Figure 1. A small window of the routed layout (run 1).
Scale bar: 5 um. Window x 39 to 59, y 53 to 73 um. Cells in gray, sequential cells in the stronger gray; small squares are vias.
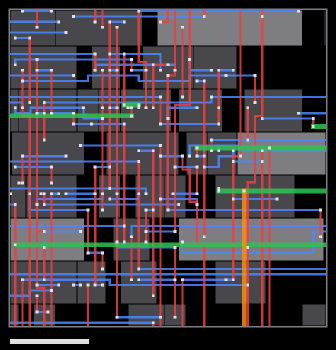
Figure 2. Pin map (run 1).
Scale bar: 20 um. Pins as bars across the die edge, other pins in gray.
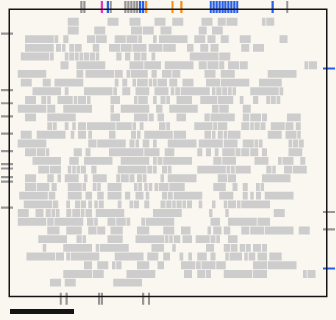
Figure 3. Signal metal coverage by tile (run 1).
20 x 18 tiles, from white (low) to dark blue (high), scaled to the fullest tile. Values are wire area over tile area, all layers added.
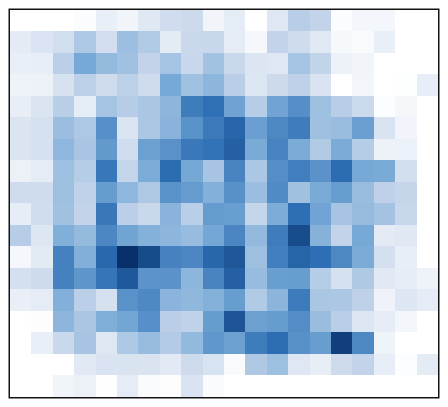
==> config.mk <==
export PLATFORM = sky130hd
export DESIGN_NAME = prio_interrupt_ctrl_flat
export DESIGN_NICKNAME = d
export VERILOG_FILES = /design/src/rtl/ic_pkg.sv /design/src/rtl/prio_interrupt_ctrl_if.sv /design/src/rtl/ic_arbiter.sv /design/src/rtl/prio_interrupt_ctrl.sv /design/src/flat_wrapper.sv
export SDC_FILE = /design/constraint.sdc
export NUM_CORES = 1
export LEC_CHECK = 0
export CAP_MARGIN = 20
export CORE_ASPECT_RATIO = 0.9
export CORE_MARGIN = 2
export CORE_UTILIZATION = 45
export DETAILED_ROUTE_END_ITERATION = 10
export GPL_TIMING_DRIVEN = 0
export PLACE_DENSITY = 0.64
export SLEW_MARGIN = 20
export SYNTH_ARGS = -nofsm -noshare
export SYNTH_HDL_FRONTEND = slang
export SYNTH_SLANG_ARGS = --single-unit
export TNS_END_PERCENT = 20
==> constraint.sdc <==
create_clock -name clock -period 13.9 [get_ports clock]
set_clock_uncertainty 0.15 [all_clocks]
set_input_delay 2.78 -clock clock [delete_from_list [all_inputs] [get_ports clock]]
set_output_delay 2.78 -clock clock [all_outputs]
set_load 0.05 [all_outputs]
==> impl_metrics.ini, run 1 <==
; synthesis and place-and-route metrics
[route]
viasPerCell = 5.508
antenna_left = 0
met2WireLength_um = 4164
wl_met3_um = 447
drc_errors = 0

[critical_path]
critPathBufInv = 3
worstSetupStartpointType = register
rrSetupSlack_ns = 1.73
worstSetupEndpointType = register
required_ns = 14.03
cp.arrival_ns = 12.30

[logic_synthesis]
yosys-top-cells-count = nand2_1, dfrtp_1, o21ai_0, ha_1, inv_1
ys_seq_share_pct = 40.54
yosys.area_share.aoi_pct = 17.35
top_area_share_pct = 40.54
top_cells_by_area = dfrtp_1, ha_1, nand2_1, mux2_2, o21ai_0
top_area_cell = dfrtp_1
ys_sh_simple_pct = 19.86
synth.most_common_cell = nand2_1
async_flop_share_pct = 100.0
ys_cells = 394
syn_area_per_cell_um2 = 9.244

[floorplanning]
coreArea_um2 = 7951
core_util_floorplan_pct = 45.81
boundaryPins = 48

[clocking]
cts_max_level = 3
numCtsBuffers = 9
root_buffer = clkbuf_8
ctsHoldBuffers = 0
ctsLongestPathBuffers = 2

[global_routing]
grt_pass1_vias = 2885
grt.overflow.total = 0
grt_start_max_net_pins = 32
busiest_layer = met2
grt_pass1_wl_um = 14680
use_met2_pct = 34.89
antenna_found_initial = 0

[finish]
layout.nets = 504
final_common_cell = nand2_1
nonClkBufAreaFrac_pct = 13.13
seq-cell-share_pct = 33.39
largest_cell_class = logic gates
diodes = 0
drive_gt1_share_pct = 12.28
logic_gate_count = 292
fin_util_pct = 55.61
ff_latch_area_um2 = 1476

[sta]
setup-tns-final_ns = 0
slew_violations = 0
slew_headroom_pct = 56.80
rsz0062_at_grt = false
layout_min_cycle_time_ns = 12.17

[power]
p_per_area_nw_per_um2 = 247.1
maxPowerGroup = combinational cells
p_clk_share_pct = 14.3

[placement]
place_area_um2 = 4222
gp_routability_congestion = 0.8707
place_ws_ns = 1.880
dpl.hpwl_um = 6903
place_inst = 539

[hold_path]
holdPathStages = 1

[status]
status = completed

[run]
drv_cap = 0
Notes on Figure 1 above:
[M4] orange
[M1] blue
[M3] green
[M2] red
sequential cells in the window: 4
cells with their middle in the window: 34
most frequent: inv_1 (4), ha_1 (4), dfrtp_1 (4)

Notes on Figure 2 above:
[cpu_int_vec] blue | pins: 16 | direction: output | edge: 14 north, 2 east
[cpu_int_ack] magenta | pins: 1 | direction: input | edge: north
[cpu_int_pri] orange | pins: 3 | direction: output | edge: north
all pins by edge: 27 north, 11 west, 6 south, 4 east
port bufs: 43
die width: 98.83 um
die height: 89.35 um

Notes on Figure 3 above:
tiles over half the peak: 25%
fullest tile: 0.50
emptiest ninth of the die: north-east
densest ninth of the die: center
Vias: 3,057
GRT Util Overall: 21.64%
drt total wl: 8855 um
DR WL/cell: 15.95 um

==> run 2, diff against run 1 <==
--- a/config.mk
+++ b/config.mk
@@ -12,6 +12,7 @@
 export DETAILED_ROUTE_END_ITERATION = 10
 export GPL_TIMING_DRIVEN = 0
 export PLACE_DENSITY = 0.64
+export RECOVER_POWER = 25
 export SLEW_MARGIN = 20
 export SYNTH_ARGS = -nofsm -noshare
 export SYNTH_HDL_FRONTEND = slang
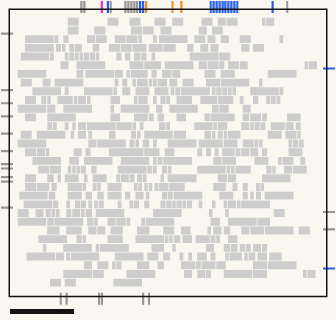
Figure 4: run 2, pin map.
Scale bar: 20 um. Pins as bars across the die edge, other pins in gray.
[cpu_int_vec] blue | pins: 16 | direction: output | edge: 14 north, 2 east
[cpu_int_ack] magenta | pins: 1 | direction: input | edge: north
[cpu_int_pri] orange | pins: 3 | direction: output | edge: north
all pins by edge: 27 north, 11 west, 6 south, 4 east

==> impl_metrics.ini, run 2 <==
; synthesis and place-and-route metrics
[critical_path]
critPathBufInv = 3
worstSetupStartpointType = register
path_depth = 52
required_ns = 14.03
worstSetupEndpointType = register
rrSetupSlack_ns = 1.73
cp_common_cell = ha_1
cp.arrival_ns = 12.30

[finish]
largest_register_ffs = 24
largest_cell_class = logic gates
seq-cell-share_pct = 33.54
layout.nets = 504
final_common_cell = nand2_1
logic_gate_count = 292
fillCellCount = 745
nonClkBufAreaFrac_pct = 12.73
fin_util_pct = 55.36
drive_gt1_share_pct = 11.84
ff_latch_area_um2 = 1476
final-clk-cell-share_pct = 4.548
comb_share_pct = 44.23
diodes = 0

[clocking]
cts_resized = 0
cts_max_level = 3
root_buffer = clkbuf_8
ctsLongestPathBuffers = 2
ctsHoldBuffers = 0
numCtsBuffers = 9
clock_sinks = 59

[sta]
slew_headroom_pct = -11.16
slew_violations = 62
setup-tns-final_ns = 0
whs_ns = 0.3035
layout_min_cycle_time_ns = 12.17
rsz0062_at_grt = false

[route]
wl_met1_um = 4173
highest_layer = met4
met2WireLength_um = 4159
dr.pass1.iters = 5
drt_wl_total_um = 8856
viasPerCell = 5.505
antenna_left = 0
drc_errors = 0
wl_met3_um = 421

[global_routing]
busiest_layer = met2
use_met2_pct = 34.89
antenna_found_initial = 0
grt_pass1_wl_um = 14680
grt_pass1_vias = 2885
grt_start_max_net_pins = 32
grt.overflow.total = 0
grt_use_total_pct = 21.64

[power]
powerClk_uw = 157
p_per_area_nw_per_um2 = 248.0
maxPowerGroup = combinational cells
p_clk_share_pct = 14.4
p_comb_uw = 672
p_leak_nw = 1.923
combPwrFrac_pct = 61.5

[hold_path]
holdPathStages = 1

[floorplanning]
die_w_um = 98.83
coreArea_um2 = 7951
boundaryPins = 48
core_util_floorplan_pct = 45.81
dieHeight_um = 89.35

[logic_synthesis]
yosys.area_share.aoi_pct = 17.35
yosys-top-cells-count = nand2_1, dfrtp_1, o21ai_0, ha_1, inv_1
ys_seq_share_pct = 40.54
async_flop_share_pct = 100.0
top_cells_by_area = dfrtp_1, ha_1, nand2_1, mux2_2, o21ai_0
adder_share_pct = 9.962
ys_cells = 394
mux_share_pct = 5.977
synth.most_common_cell = nand2_1
ys_sh_simple_pct = 19.86
syn_area_per_cell_um2 = 9.244
ys_types = 48
xor_area_share_pct = 0
top_area_cell = dfrtp_1
top_area_share_pct = 40.54

[placement]
place_inst = 539
dpl.hpwl_um = 6903
port_buffers = 43
place_area_um2 = 4222
gp_routability_congestion = 0.8707
place_ws_ns = 1.880

[status]
violations = capacitance limit, slew limit
status = complete, but fails checks

[run]
drv_cap = 2
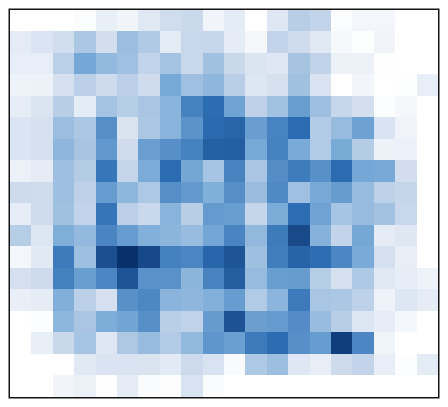
Figure 5: run 2, signal metal coverage by tile.
20 x 18 tiles, from white (low) to dark blue (high), scaled to the fullest tile. Values are wire area over tile area, all layers added.
densest ninth of the die: center
fullest tile: 0.49
tiles over half the peak: 25%
DR WL/cell: 15.96 um
Vias: 3,055

